`config.mk`:
```
export PLATFORM = sky130hd
export DESIGN_NAME = second_tick_timekeeper
export DESIGN_NICKNAME = d
export VERILOG_FILES = /design/src/rtl/clock_pkg.sv /design/src/rtl/edge_synchronizer.sv /design/src/rtl/second_tick_timekeeper.sv
export SDC_FILE = /design/constraint.sdc
export NUM_CORES = 1
export LEC_CHECK = 0
export CAP_MARGIN = 20
export CORE_ASPECT_RATIO = 0.9
export CORE_UTILIZATION = 54
export DETAILED_ROUTE_END_ITERATION = 10
export MAX_ROUTING_LAYER = met4
export PLACE_DENSITY = 0.82
export SYNTH_ARGS = -nofsm -noshare
export SYNTH_HDL_FRONTEND = slang
export SYNTH_SLANG_ARGS = --single-unit
```
`constraint.sdc`:
```
create_clock -name cmosClock -period 2.53 [get_ports cmosClock]
set_input_delay 0.6325 -clock cmosClock [delete_from_list [all_inputs] [get_ports cmosClock]]
set_output_delay 0.6325 -clock cmosClock [all_outputs]
set_load 0.05 [all_outputs]
```
`src/rtl/clock_pkg.sv`:
```
// Shared widths, limits and the time-of-day bundle
// used by the second-tick timekeeper and its helpers.
package clock_pkg;

  localparam int SEC_W  = 6;
  localparam int MIN_W  = 6;
  localparam int HOUR_W = 5;

  localparam int SEC_MAX = 59;
  localparam int MIN_MAX = 59;

  localparam int unsigned CMOS_HZ = 100000000;

  typedef struct packed {
    logic [HOUR_W-1:0] hours;
    logic [MIN_W-1:0]  minutes;
    logic [SEC_W-1:0]  seconds;
  } time_t;

  function automatic logic time_valid(
    input time_t t,
    input int    hmax
  );
    return (int'(t.hours) < hmax) &&
           (int'(t.minutes) <= MIN_MAX) &&
           (int'(t.seconds) <= SEC_MAX);
  endfunction

endpackage

```
`src/rtl/edge_synchronizer.sv`:
```
// Multi-flop synchronizer with a history flop that
// emits a registered one-cycle pulse per rising edge.
module edge_synchronizer #(
  parameter int STAGES = 2
) (
  input  logic clk_i,
  input  logic rst_n_i,
  input  logic async_i,
  output logic rise_o
);

  logic [STAGES-1:0] sync_q;
  logic              hist_q;
  logic              rise_q;
  logic              sync_w;

  assign sync_w = sync_q[STAGES-1];

  always_ff @(posedge clk_i or negedge rst_n_i) begin
    if (!rst_n_i) begin
      sync_q <= '0;
      hist_q <= 1'b0;
      rise_q <= 1'b0;
    end else begin
      sync_q <= {sync_q[STAGES-2:0], async_i};
      hist_q <= sync_w;
      rise_q <= sync_w & ~hist_q;
    end
  end

  assign rise_o = rise_q;

endmodule

```
`src/rtl/second_tick_timekeeper.sv`:
```
// Time-of-day counter advanced by the one-second wave,
// with time-set load and lost-tick watchdog.
module second_tick_timekeeper
  import clock_pkg::*;
#(
  parameter int SYNC_STAGES    = 2,
  parameter int HOURS_MAX      = 12,
  parameter int TIMEOUT_CYCLES = 150000000
) (
  input  logic              cmosClock,
  input  logic              resetN,
  input  logic              secondClock,
  input  logic              setValid,
  input  logic [HOUR_W-1:0] setHours,
  input  logic [MIN_W-1:0]  setMinutes,
  input  logic [SEC_W-1:0]  setSeconds,
  output logic              setReady,
  output logic              setError,
  output logic [SEC_W-1:0]  seconds,
  output logic [MIN_W-1:0]  minutes,
  output logic [HOUR_W-1:0] hours,
  output logic              secondTick,
  output logic              minuteTick,
  output logic              hourTick,
  output logic              tickLost
);

  localparam int CNT_W = $clog2(TIMEOUT_CYCLES + 1);
  localparam logic [CNT_W-1:0] CNT_TOP = CNT_W'(TIMEOUT_CYCLES);
  localparam logic [HOUR_W-1:0] HR_TOP = HOUR_W'(HOURS_MAX - 1);
  localparam logic [MIN_W-1:0]  MN_TOP = MIN_W'(MIN_MAX);
  localparam logic [SEC_W-1:0]  SC_TOP = SEC_W'(SEC_MAX);

  if (SYNC_STAGES < 2 || SYNC_STAGES > 4) begin : g_bad_sync
    $error("SYNC_STAGES out of range");
  end
  if (HOURS_MAX != 12 && HOURS_MAX != 24) begin : g_bad_hours
    $error("HOURS_MAX must be 12 or 24");
  end

  time_t            cur_q, cur_d;
  time_t            set_w;
  logic [CNT_W-1:0] cnt_q, cnt_d;
  logic             ready_q;
  logic             sec_tick_q, sec_tick_d;
  logic             min_tick_q, min_tick_d;
  logic             hr_tick_q, hr_tick_d;
  logic             set_err_q, set_err_d;
  logic             rise_w;
  logic             set_req;
  logic             set_ok;
  logic             set_bad;
  logic             adv;

  edge_synchronizer #(
    .STAGES (SYNC_STAGES)
  ) u_sync (
    .clk_i   (cmosClock),
    .rst_n_i (resetN),
    .async_i (secondClock),
    .rise_o  (rise_w)
  );

  assign set_w.hours   = setHours;
  assign set_w.minutes = setMinutes;
  assign set_w.seconds = setSeconds;

  assign set_req = ready_q & setValid;
  assign set_ok  = set_req & time_valid(set_w, HOURS_MAX);
  assign set_bad = set_req & ~set_ok;
  // An accepted load swallows a coincident edge entirely.
  assign adv     = rise_w & ~set_ok;

  always_comb begin
    cur_d      = cur_q;
    sec_tick_d = 1'b0;
    min_tick_d = 1'b0;
    hr_tick_d  = 1'b0;
    set_err_d  = set_bad;
    cnt_d      = (cnt_q == CNT_TOP) ? cnt_q : cnt_q + 1'b1;
    unique case (1'b1)
      set_ok: begin
        cur_d = set_w;
        cnt_d = '0;
      end
      adv: begin
        cnt_d      = '0;
        sec_tick_d = 1'b1;
        if (cur_q.seconds == SC_TOP) begin
          cur_d.seconds = '0;
          min_tick_d    = 1'b1;
          if (cur_q.minutes == MN_TOP) begin
            cur_d.minutes = '0;
            hr_tick_d     = 1'b1;
            cur_d.hours   = (cur_q.hours == HR_TOP) ?
                            '0 : cur_q.hours + 1'b1;
          end else begin
            cur_d.minutes = cur_q.minutes + 1'b1;
          end
        end else begin
          cur_d.seconds = cur_q.seconds + 1'b1;
        end
      end
      default: ;
    endcase
  end

  always_ff @(posedge cmosClock or negedge resetN) begin
    if (!resetN) begin
      cur_q      <= '0;
      cnt_q      <= '0;
      ready_q    <= 1'b0;
      sec_tick_q <= 1'b0;
      min_tick_q <= 1'b0;
      hr_tick_q  <= 1'b0;
      set_err_q  <= 1'b0;
    end else begin
      cur_q      <= cur_d;
      cnt_q      <= cnt_d;
      ready_q    <= 1'b1;
      sec_tick_q <= sec_tick_d;
      min_tick_q <= min_tick_d;
      hr_tick_q  <= hr_tick_d;
      set_err_q  <= set_err_d;
    end
  end

  assign setReady   = ready_q;
  assign setError   = set_err_q;
  assign seconds    = cur_q.seconds;
  assign minutes    = cur_q.minutes;
  assign hours      = cur_q.hours;
  assign secondTick = sec_tick_q;
  assign minuteTick = min_tick_q;
  assign hourTick   = hr_tick_q;
  assign tickLost   = (cnt_q == CNT_TOP);

endmodule

```
### Placed cells, one color a class, run 1

Scale: 4 px per µm. Fill, decap, tap and diode cells in gray.
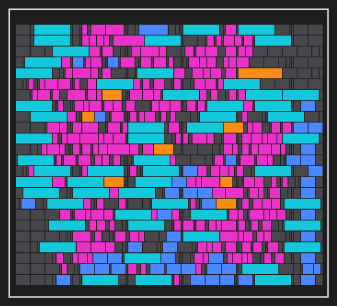
orange -> clock drivers and dummy loads  # cells 8, share of their area 3.4%
magenta -> remaining logic cells  # cells 242, share of their area 44%
blue -> remaining buffers and delay cells  # cells 48, share of their area 14%
cyan -> sequential cells  # cells 54, share of their area 39%

### I/O pins on the die edge, run 1

Scale: 3 px per µm. Pins as bars across the die edge, other pins in gray.
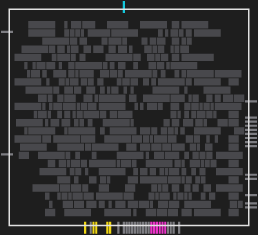
magenta -> setMinutes  # pins 6, direction input, edge bottom
yellow -> hours  # pins 5, direction output, edge bottom
cyan -> tickLost  # pins 1, direction output, edge top
all pins by edge = 27 bottom, 14 right, 2 left, 1 top

### Routed clock nets over the placement, run 1

Scale: 8 px per µm.
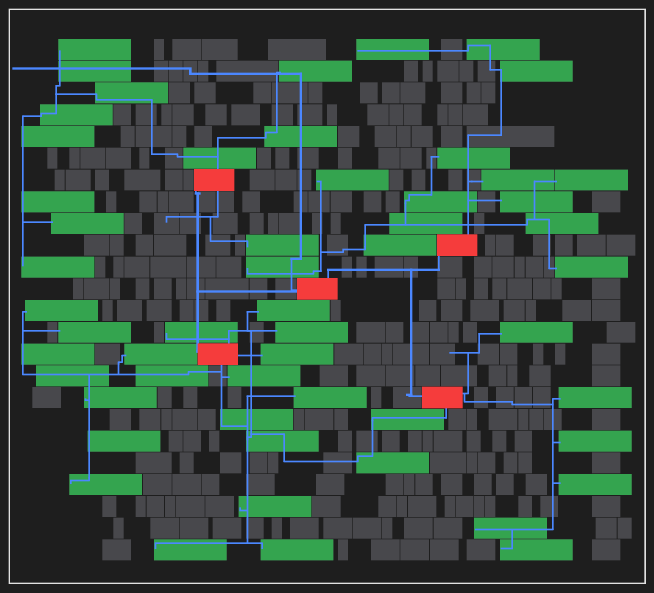
green -> flip-flops  # count 54
blue -> clock wires  # length 632 µm
red -> clock-net drivers  # count 5
routed clock nets = 6
share of power burned in the clock network: 23.6%
worst clock skew on the final layout: 0.00658 ns
power of the clock network: 0.597 mW
latest clock arrival within the worst-skew pair: 0.31 ns

==> results.cfg, run 1 <==
; physical design summary
[placement]
pre_cts_ws_ns = 0.302
routability_congestion = 0.847
place_inst = 408
placed_cell_area_mm2 = 0.00339

[logic_synthesis]
yosysMostFrequentCell = dfrtp_1
syn_area_mm2 = 0.00290
synthSimpleGateAreaFrac_pct = 28.9
number_of_enable_type_register_cells_in_the_synthesized_netlist = 0
ys_sh_mux_pct = 1.03
top_cell_area_share_pct = 46.5
netlist_logic_family_top = simple AND/OR/NAND/NOR gates
synth_area_leader_cell = dfrtp_1
synthDistinctLibCells = 48
mappedNetlistNets = 336
post_synth_top_cells = dfrtp_1, nor2_1, nand2_1, a21oi_1, a31oi_1
ys_sh_xor_pct = 3.32
yosys_register_bits = 54
netlist_top_cells_area = dfrtp_1, nor2_1, a21oi_1
postSynth.asyncResetShare_pct = 100
synth-compound-area-share_pct = 14.2
synth_cells = 310
seq_area_frac_synth_pct = 46.5
ys_warn_count = 0
mean_syn_cell_area_um2 = 9.37
ys_cells = 310
synth-main-ff-cell = dfrtp_1

[finish]
non_clock_inverter_count = 8
clock_buffer_count = 5
combinational_share_of_cell_area_pct = 41.8
post-route-util_pct = 70.3
signal_buffers = 48
ff_latch_area_mm2 = 0.00135
flop_share_of_the_area_pct = 38.4
combGateArea_mm2 = 0.00147
nNetsFinal = 377
area_growth_pct = 21.3
antenna_cells = 0
finish.cell_count_without_fillers = 417
largestClassByArea = logic gates
layout.buffer.nonclock.area_share_pct = 13.4
final_common_cell = dfrtp_1
num-fill-cells = 390
top_register = cnt_q
postLayoutCellArea_mm2 = 0.00352
largest_register_ffs = 28
post_route_cells_drive_above_1_share_pct = 7.95
area_share_clock_buf_inv_pct = 3.30
multiInputCombCellCount = 234

[hold_path]
hold_path_class = register to register
hold_path_end = u_sync.sync_q[1]$_DFF_PN0_
hold_path.startpoint = u_sync.sync_q[0]$_DFF_PN0_

[route]
drtIter0Drc = 242
wl_met3_um = 269
top_signal_layer_used = met4
drt.antenna.violating_nets = 0
dr_total_vias = 2518
route.detailed.wl_per_inst_um = 15.3
wl_met1_mm = 2.94
met2WireLength_mm = 3.04
detail_route.drc_violations = 0
avgViaCountPerCell = 6.04
totalWireLength_mm = 6.38

[worst_setup_path]
rrSetupSlack_ns = 0.47
critPathBufInv = 1
critPathLaunchType = register
worst-endpoint-required_ns = 1.90
cp-end-kind = primary output
critical_path.reg2reg.startpoint = cnt_q[11]$_DFFE_PN0P_
worstSetupPathDepth = 4
crit_chain = nor4_2 > nand4_1 > nor4_4 > buf_12
worstSetupStartpoint = cnt_q[19]$_DFFE_PN0P_
crit-reg2reg-capture = cnt_q[27]$_DFFE_PN0P_
worst_r2r_path_depth = 4
timing.critical_path.max_delay_family = simple AND/OR/NAND/NOR gates

[global_routing]
groute.usage.overall_pct = 24.6
largest_net_degree_at_the_start_of_global_routing = 55
grt_first_pass_wirelength_mm = 10.6
antenna_found_initial = 0
groute.layer.met3.usage_pct = 3.57
grt_busiest_layer = met2
globalRouteOverflowTotal = 0
number_of_global_route_vias_before_repair = 2367

[sta]
period_needed_ns = 2.46
setup_slack_ns = 0.0684
holdWs_ns = 0.365
timing.final.hold_violations = 0
slew_headroom_pct = 55.0
drv_slew = 0
tns_ns = 0
fmaxAchievable_mhz = 406
layout_worst_path_cycle_share_pct = 97.3
finalSetupViolations = 0
rsz0062_at_grt = true
tightestPinTransition_ns = 0.675

[pwr]
total_switching_power_mw = 0.953
ir_worst_vdd_mv = 0.415
top_power_group = registers
power.internal_mw = 1.58
final_power_mw = 2.53
sequentialPowerShare_pct = 43.1
leakagePower_nw = 1.46
combinationalPower_mw = 0.846
p_per_area_mw_per_mm2 = 719
comb_power_share_pct = 33.4
netSwitchingFraction_pct = 37.6
p_seq_mw = 1.09

[die]
chip_area_mm2 = 0.00568
ioPinCount = 44
fp-row-count = 24
die_h_um = 71.6
core_util_floorplan_pct = 57.9
core-area_mm2 = 0.00501

[clock_network]
number_of_buffers_added_by_the_clock_tree_synthesis_step = 5
postCtsSetupBuffers = 1
cts_num_sinks = 54
worst_setup_hold_path_clk_slew_ns = 0.10
clock_tree_from_tritoncts = yes
h-tree-depth = 2
cts_hold_buf = 0
root_buffer = clkbuf_8

[flow_run]
drv_cap = 0
number_of_logged_tool_warnings = 28

[run_status]
result_of_the_run = finished, final reports clean
==> run 2, diff against run 1 <==
Settings changed: CORE_MARGIN from default to 2.
### Signal wires on met2, run 2

Scale: 4 px per µm.
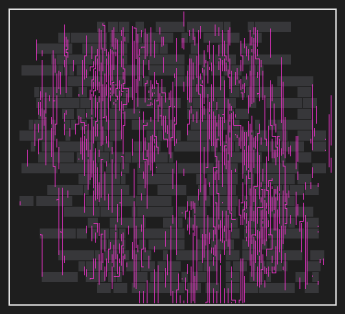
nets with wire on the layer = 311
share of all routed wire = 47%
longest straight run = 28.9 µm
main direction = vertical
overall routed net length: 6.57 mm
met2 Use GR: 35.6%

### Routed clock nets over the placement, run 2

Scale: 8 px per µm.
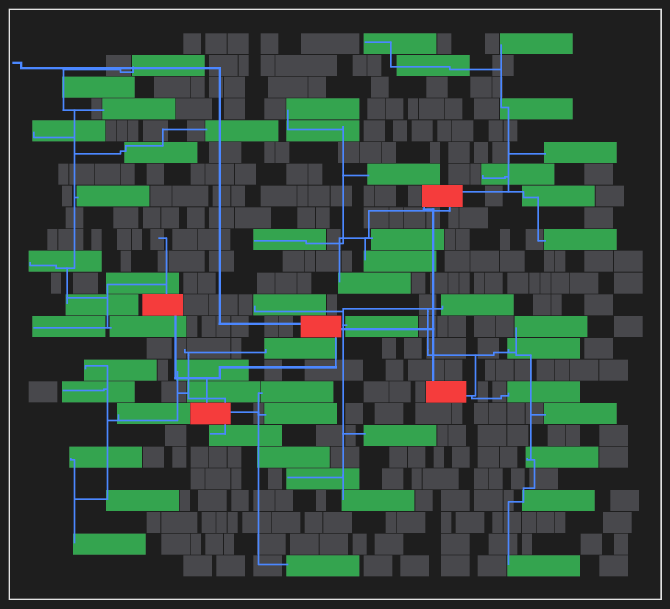
blue -> clock wires  # length 642 µm
green -> flip-flops  # count 54
red -> clock-net drivers  # count 5
flops lie = all over the die
share of power burned in the clock network: 20.1%
power of the clock network: 0.494 mW
worst clock skew on the final layout: 0.00580 ns

==> run 2 against run 1 <==
First-iteration DRC count shrank 38%. Cell count grew 0.72%. Non-clock buffer count grew 1. Synthesized area is the same. Clock-buffer cell count grew 2. Global-route usage shrank 0.30 points. Synthesized cell count is the same. Critical path type unchanged. Combinational power grew 2%. Sequential cell count is the same. Worst hold slack lost 0.0051 ns. Largest cell class unchanged.
==> results.cfg, run 2 <==
; physical design summary
[finish]
area_growth_pct = 21.6
final_common_cell = dfrtp_1
top_register = cnt_q
post_route_cells_drive_above_1_share_pct = 8.78
postLayoutCellArea_mm2 = 0.00353
antenna_cells = 0
area_share_clock_buf_inv_pct = 2.59
nNetsFinal = 378
finish.cell_count_without_fillers = 420
largest_register_ffs = 28
num-fill-cells = 406
largestClassByArea = logic gates
combGateArea_mm2 = 0.00148
post-route-util_pct = 67.6
multiInputCombCellCount = 234
non_clock_inverter_count = 8
flop_share_of_the_area_pct = 38.3
ff_latch_area_mm2 = 0.00135
combinational_share_of_cell_area_pct = 41.9
layout.buffer.nonclock.area_share_pct = 14.0

[route]
detail_route.drc_violations = 0
avgViaCountPerCell = 6.07
wl_met1_mm = 3.11
wl_met3_um = 286
dr_total_vias = 2549
drt.antenna.violating_nets = 0
top_signal_layer_used = met4
route.detailed.wl_per_inst_um = 15.6
drtIter0Drc = 150

[global_routing]
groute.layer.met3.usage_pct = 3.81
globalRouteOverflowTotal = 0
grt_busiest_layer = met2
number_of_global_route_vias_before_repair = 2285
grt_first_pass_wirelength_mm = 11.0
largest_net_degree_at_the_start_of_global_routing = 55
groute.usage.overall_pct = 24.3
antenna_found_initial = 0

[sta]
slew_headroom_pct = 55.3
setup_slack_ns = 0.0769
drv_slew = 0
period_needed_ns = 2.45
tightestPinTransition_ns = 0.671
layout_worst_path_cycle_share_pct = 97.0
holdWs_ns = 0.360
timing.final.hold_violations = 0
finalSetupViolations = 0
tns_ns = 0

[logic_synthesis]
ys_cells = 310
mean_syn_cell_area_um2 = 9.37
synthDistinctLibCells = 48
top_cell_area_share_pct = 46.5
ys_sh_xor_pct = 3.32
synth-compound-area-share_pct = 14.2
postSynth.asyncResetShare_pct = 100
number_of_enable_type_register_cells_in_the_synthesized_netlist = 0
post_synth_top_cells = dfrtp_1, nor2_1, nand2_1, a21oi_1, a31oi_1
yosysMostFrequentCell = dfrtp_1
synth_cells = 310
synth-main-ff-cell = dfrtp_1
netlist_logic_family_top = simple AND/OR/NAND/NOR gates
yosys.area_share.adder_pct = 2.15
seq_area_frac_synth_pct = 46.5
synth_area_leader_cell = dfrtp_1
syn_area_mm2 = 0.00290
ys_sh_mux_pct = 1.03
synthSimpleGateAreaFrac_pct = 28.9
mappedNetlistNets = 336
netlist_top_cells_area = dfrtp_1, nor2_1, a21oi_1

[worst_setup_path]
critPathLaunchType = register
rrSetupSlack_ns = 0.44
worst_r2r_path_depth = 6
crit_chain = inv_1 > ha_1 > or4b_4 > nor4_4 > buf_12
crit-reg2reg-capture = cnt_q[26]$_DFFE_PN0P_
critPathBufInv = 2
worstSetupStartpoint = cnt_q[1]$_DFFE_PN0P_
timing.critical_path.max_delay_family = simple AND/OR/NAND/NOR gates
worstSetupPathDepth = 5

[pwr]
combinationalPower_mw = 0.864
top_power_group = registers
final_power_mw = 2.46
p_per_area_mw_per_mm2 = 697
leakagePower_nw = 1.46
netSwitchingFraction_pct = 38.5
comb_power_share_pct = 35.1
sequentialPowerShare_pct = 44.8
total_switching_power_mw = 0.948
p_seq_mw = 1.10
ir_worst_vdd_mv = 0.453

[clock_network]
h-tree-depth = 2
post_cts.resized_instances = 1
cts_hold_buf = 0
worst_setup_hold_path_clk_slew_ns = 0.09
clock_tree_from_tritoncts = yes
postCtsSetupBuffers = 2
clk_latency_ns = 0.31
number_of_buffers_added_by_the_clock_tree_synthesis_step = 5
root_buffer = clkbuf_8

[hold_path]
hold_path.startpoint = u_sync.sync_q[0]$_DFF_PN0_
hold_path_class = register to register

[die]
ioPinCount = 44
die_h_um = 73.6
chip_area_mm2 = 0.00598
fp-row-count = 25
core-area_mm2 = 0.00522
core_util_floorplan_pct = 55.6

[run_status]
result_of_the_run = finished, final reports clean

[placement]
routability_congestion = 0.863
place_inst = 410
placed_cell_area_mm2 = 0.00340
pre_cts_ws_ns = 0.152

[flow_run]
number_of_logged_tool_warnings = 27
drv_cap = 0
### Clock routing, run 2

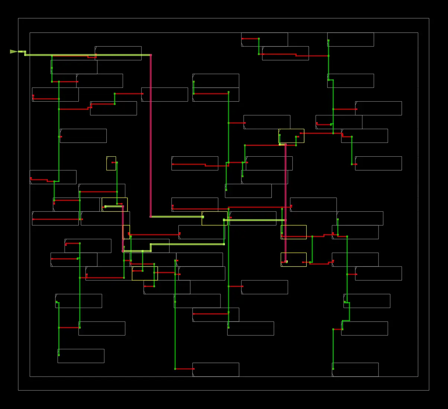
Seq cells: 54
tally of clock buffers in the finished layout: 7

No activity file was given, so power comes from the tool's default toggle rates.
